==> config.mk <==
export PLATFORM = sky130hd
export DESIGN_NAME = matrix_seq
export DESIGN_NICKNAME = d
export VERILOG_FILES = /design/src/rtl/matrix_pkg.sv /design/src/rtl/matrix_idx_cnt.sv /design/src/rtl/matrix_seq.sv
export SDC_FILE = /design/constraint.sdc
export NUM_CORES = 1
export LEC_CHECK = 0
export ABC_AREA = 1
export CORE_MARGIN = 3
export CORE_UTILIZATION = 40
export DETAILED_ROUTE_END_ITERATION = 7
export PLACE_DENSITY = 0.62
export SLEW_MARGIN = 30
export SYNTH_ARGS = -nofsm -noshare
export SYNTH_HDL_FRONTEND = slang
export SYNTH_HIERARCHICAL = 1
export SYNTH_SLANG_ARGS = --single-unit
==> constraint.sdc <==
create_clock -name clk -period 2.7 [get_ports clk]
set_clock_uncertainty 0.2 [all_clocks]
set_input_delay 0.405 -clock clk [delete_from_list [all_inputs] [get_ports clk]]
set_output_delay 0.405 -clock clk [all_outputs]
set_load 0.01 [all_outputs]
run_1/closeup.png
Scale bar: 10 µm. Window x 35 to 75, y 13 to 53 µm. Cells in grey, sequential cells in the stronger grey; small squares are vias.
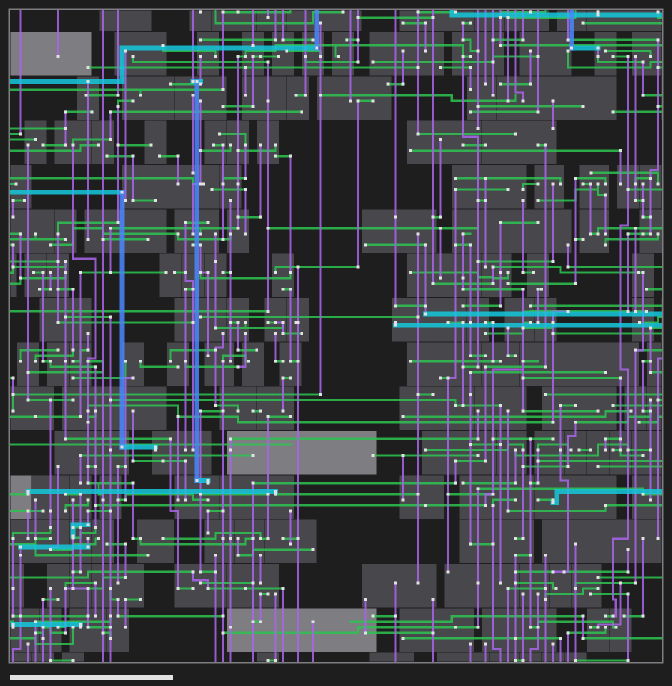
Key: cyan = M3; blue = M4; green = M1; purple = M2
136 logic cells have their middle in the window. Most frequent: nand2_1 (32), ha_1 (22), inv_1 (21). Sequential cells in the window: 3.

run_1/sizing.png
Scale bar: 20 µm.
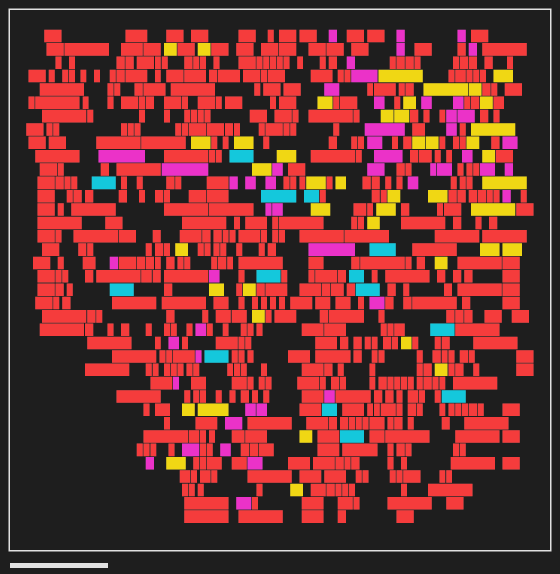
Key: red = x1 and smaller [cells 603]; cyan = x6 and larger [cells 14]; yellow = x3 and x4 [cells 43]; magenta = x2 [cells 51]
number of non-clock buffers: 110
setup ws final: -0.0327 ns
design area: 5880 µm²
area delta synth->final: 35.8%

run_1/congestion_map.png
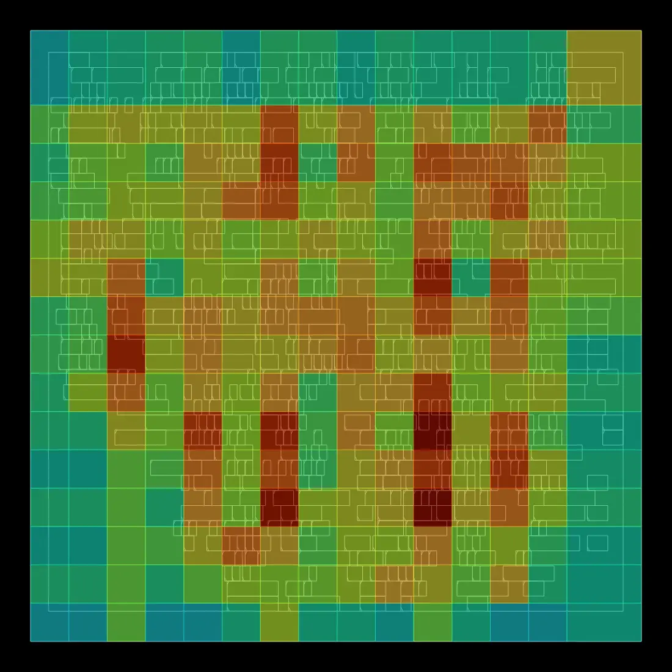
DR WL/cell: 13.6 µm
Finished Core Util: 56.4%

==> impl_metrics.toml, run 1 <==
# generated from flow reports
[die]
die_height_um = 110
die_width_um = 110
dieArea_um2 = 12100
taps = 136
rows = 37

[timing]
setup_slack_ns = -0.0327
maxSlewViolCount = 0
setup_viol = 1
relSlewSlack_pct = 54.3
rsz0062_at_grt = "true"
fin_crit_sh_pct = 101
tns_ns = -0.0327
period_needed_ns = 2.73

[worst_setup_path]
path_cells = "nor2_1 -> ha_2 -> fa_2 -> xnor2_2 -> or2_4 -> a21oi_2 -> buf_2"
reg2reg_depth = 9
cp_slowest_cell = "dfrtp_2"
cp_num_cells = 7
critPathKind = "flip-flop to primary output"
cp.required_ns = 2.10
critPathMaxFanout = 4
crit_family = "adder cells"

[place]
dp_hpwl_mm = 8.76
dpl_cell_area_um2 = 5470
place.gp.congestion = 0.866

[pwr]
internal_power_mw = 3.27
p_comb_share_pct = 63.0
power_combinational_mw = 3.96
maxPowerGroup = "combinational cells"
p_clk_uw = 744
p_total_mw = 6.28
swShare_pct = 47.8
leakagePower_nw = 3.08
seqPwrFrac_pct = 25.1

[global_route]
grt_max_degree = 34
grt_use_met3_pct = 4.37
grt_use_met1_pct = 24.3
grt_pass1_vias = 4050
met2_usage_pct = 33.8
grt_overflow = 0

[layout]
final_cell_mix = "nand2_1 (187), inv_1 (73), clkdlybuf4s50_1 (73)"
inverters_excl_clock = 81
final_net_count = 791
drive_above_1_share_pct = 15.2
sh_seq_area_pct = 25.6
buf_share_pct = 17.9
seqCellArea_um2 = 1510
dominant_cells = "multi-input combinational cells"
nClkBuffers = 9
diodes = 0
comb_area_um2 = 2660

[cts]
clkTransAtPathRegs_ns = 0.07
cts_sinks = 60
clock_latency_ns = 0.36

[synthesis]
ys_area_um2 = 4330
synth_cell_types = 36
avgSynthCellArea_um2 = 7.32
yosysTopAreaCellShare_pct = 34.7
synthArstFlopShare_pct = 100
syn_area_um2 = 4330
most_common_cell = "nand2_1"
yosys_warnings = 6
syn_inst = 591
synth-main-ff-cell = "dfrtp_1"
top_area_cell = "dfrtp_1"
area_leaders = "dfrtp_1 (35%), nand2_1 (17%), ha_1 (11%)"
ys_ff = 60

[run_status]
violations = "negative setup slack"
status = "finished with violations"

[routing]
wl_met2_mm = 5.74
wl_mm = 11.5
wl_met3_um = 514
-- run 1: logic make-up (layout without fill, tap and decap cells) --
family / Yosys count / in the layout / share of synthesized area [%]
compound gates: 72 / 72 / 8.99
simple gates: 309 / 310 / 30.9
fa+ha+maj: 44 / 44 / 13.6
xor+xnor: 17 / 17 / 3.44
mux: 1 / 1 / 0.231
flops: 60 / 60 / 34.7
buf+inv: 88 / 207 / 8.18
-- run 1: timing repair --
action,in CTS,in global routing
endpoints found under the setup margin,14,23
gates resized,47,36
endpoints found under the hold margin,27,0
pin swaps,13,12
hold buffers,1,0
gates cloned,0,1
setup buffers,1,3
## Run 2: what changed since run 1
- CAP_MARGIN: default -> 5
run_2/closeup.png
Scale bar: 10 µm. Window x 35 to 75, y 13 to 53 µm. Cells in grey, sequential cells in the stronger grey; small squares are vias.
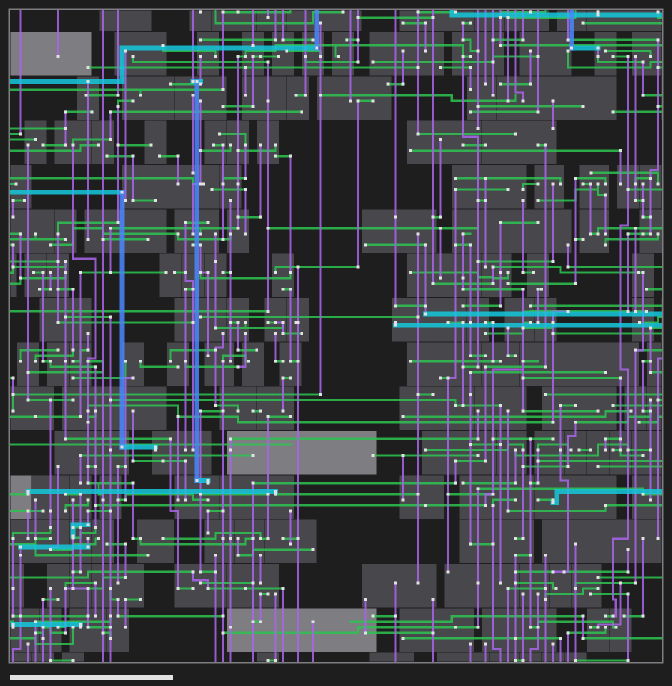
Key: blue = M4; cyan = M3; green = M1; purple = M2
Most frequent: nand2_1 (32), ha_1 (22), inv_1 (21). Sequential cells in the window: 3. 136 logic cells have their middle in the window.

==> impl_metrics.toml, run 2 <==
# generated from flow reports
[run_status]
status = "finished with violations"
violations = "negative setup slack"

[worst_setup_path]
critPathMaxFanout = 4
critPathKind = "flip-flop to primary output"
crit_family = "adder cells"
cp_num_cells = 7
cp_slowest_cell = "dfrtp_2"
reg2reg_depth = 9
path_cells = "nor2_1 -> ha_2 -> fa_2 -> xnor2_2 -> or2_4 -> a21oi_2 -> buf_2"
cp.required_ns = 2.10

[cts]
cts_sinks = 60
clock_latency_ns = 0.36

[synthesis]
syn_area_um2 = 4330
syn_inst = 591
ys_sh_aoi_pct = 8.99
synthAdderAreaFrac_pct = 13.6
ys_area_um2 = 4330
avgSynthCellArea_um2 = 7.32
area_leaders = "dfrtp_1 (35%), nand2_1 (17%), ha_1 (11%)"
ys_top_logic_family = "simple AND/OR/NAND/NOR gates"
mux_area_share_pct = 0.231
xor_area_share_pct = 3.44
synth_cell_types = 36
synthArstFlopShare_pct = 100
synth-main-ff-cell = "dfrtp_1"
most_common_cell = "nand2_1"
ys_sh_simple_pct = 30.9
top_area_cell = "dfrtp_1"

[pwr]
seqPwrFrac_pct = 25.1
swShare_pct = 47.8
leakagePower_nw = 3.08
p_total_mw = 6.28
netSwitchingPower_mw = 3.00
p_comb_share_pct = 63.0

[place]
post-place-ws_ns = -0.576
dpl_cell_area_um2 = 5470
dp_hpwl_mm = 8.76
place.gp.congestion = 0.866

[timing]
period_needed_ns = 2.73
setup_viol = 1
relSlewSlack_pct = 54.3
setup_slack_ns = -0.0327
fin_crit_sh_pct = 101
maxSlewViolCount = 0

[layout]
final_net_count = 791
nClkBuffers = 9
buffers = 110
inverters_excl_clock = 81
areaGrowthSynthToFinish_pct = 35.8
final_cell_area_um2 = 5880
comb_area_um2 = 2660
sh_seq_area_pct = 25.6
seqCellArea_um2 = 1510
dominant_cells = "multi-input combinational cells"
diodes = 0
drive_above_1_share_pct = 15.2
flop-count = 60
utilization_pct = 56.4
final_cell_mix = "nand2_1 (187), inv_1 (73), clkdlybuf4s50_1 (73)"

[routing]
routedWlPerCell_um = 13.6
wl_mm = 11.5

[global_route]
grt_usage_pct = 19.6
grt_pass1_vias = 4050
grt_max_degree = 34

[die]
taps = 136
die_height_um = 110
rows = 37
dieArea_um2 = 12100
==> run 2: cell counts in the layout (fill, tap and decap cells not counted) <==
Identical to the previous run, type by type.
==> run 2: power groups by stage <==
stage	registers (mW)	clock network, mW	logic [mW]
6_report	1.58	0.744	3.96
5_1_grt	1.64	0.799	4.45
3_5_place_dp	1.57	0	3.69
2_1_floorplan	1.58	0	2.34
4_1_cts	1.56	0.769	3.79
3_3_place_gp	1.56	0	3.63
==> run 2: routing by layer <==
metal	routed length (µm)	global-route usage (%)
met5	0	0
met4	218	6.50
met3	514	4.37
met2	5740	33.8
met1	5070	24.3
==> run 2: timing repair <==
item	in CTS	in global routing
cloned	0	1
endpoints found under the setup margin	14	23
resized	47	36
hold buffers	1	0
buffers inserted	1	3
pin swaps	13	12
endpoints found under the hold margin	27	0
No activity file was given, so power comes from the tool's default toggle rates.
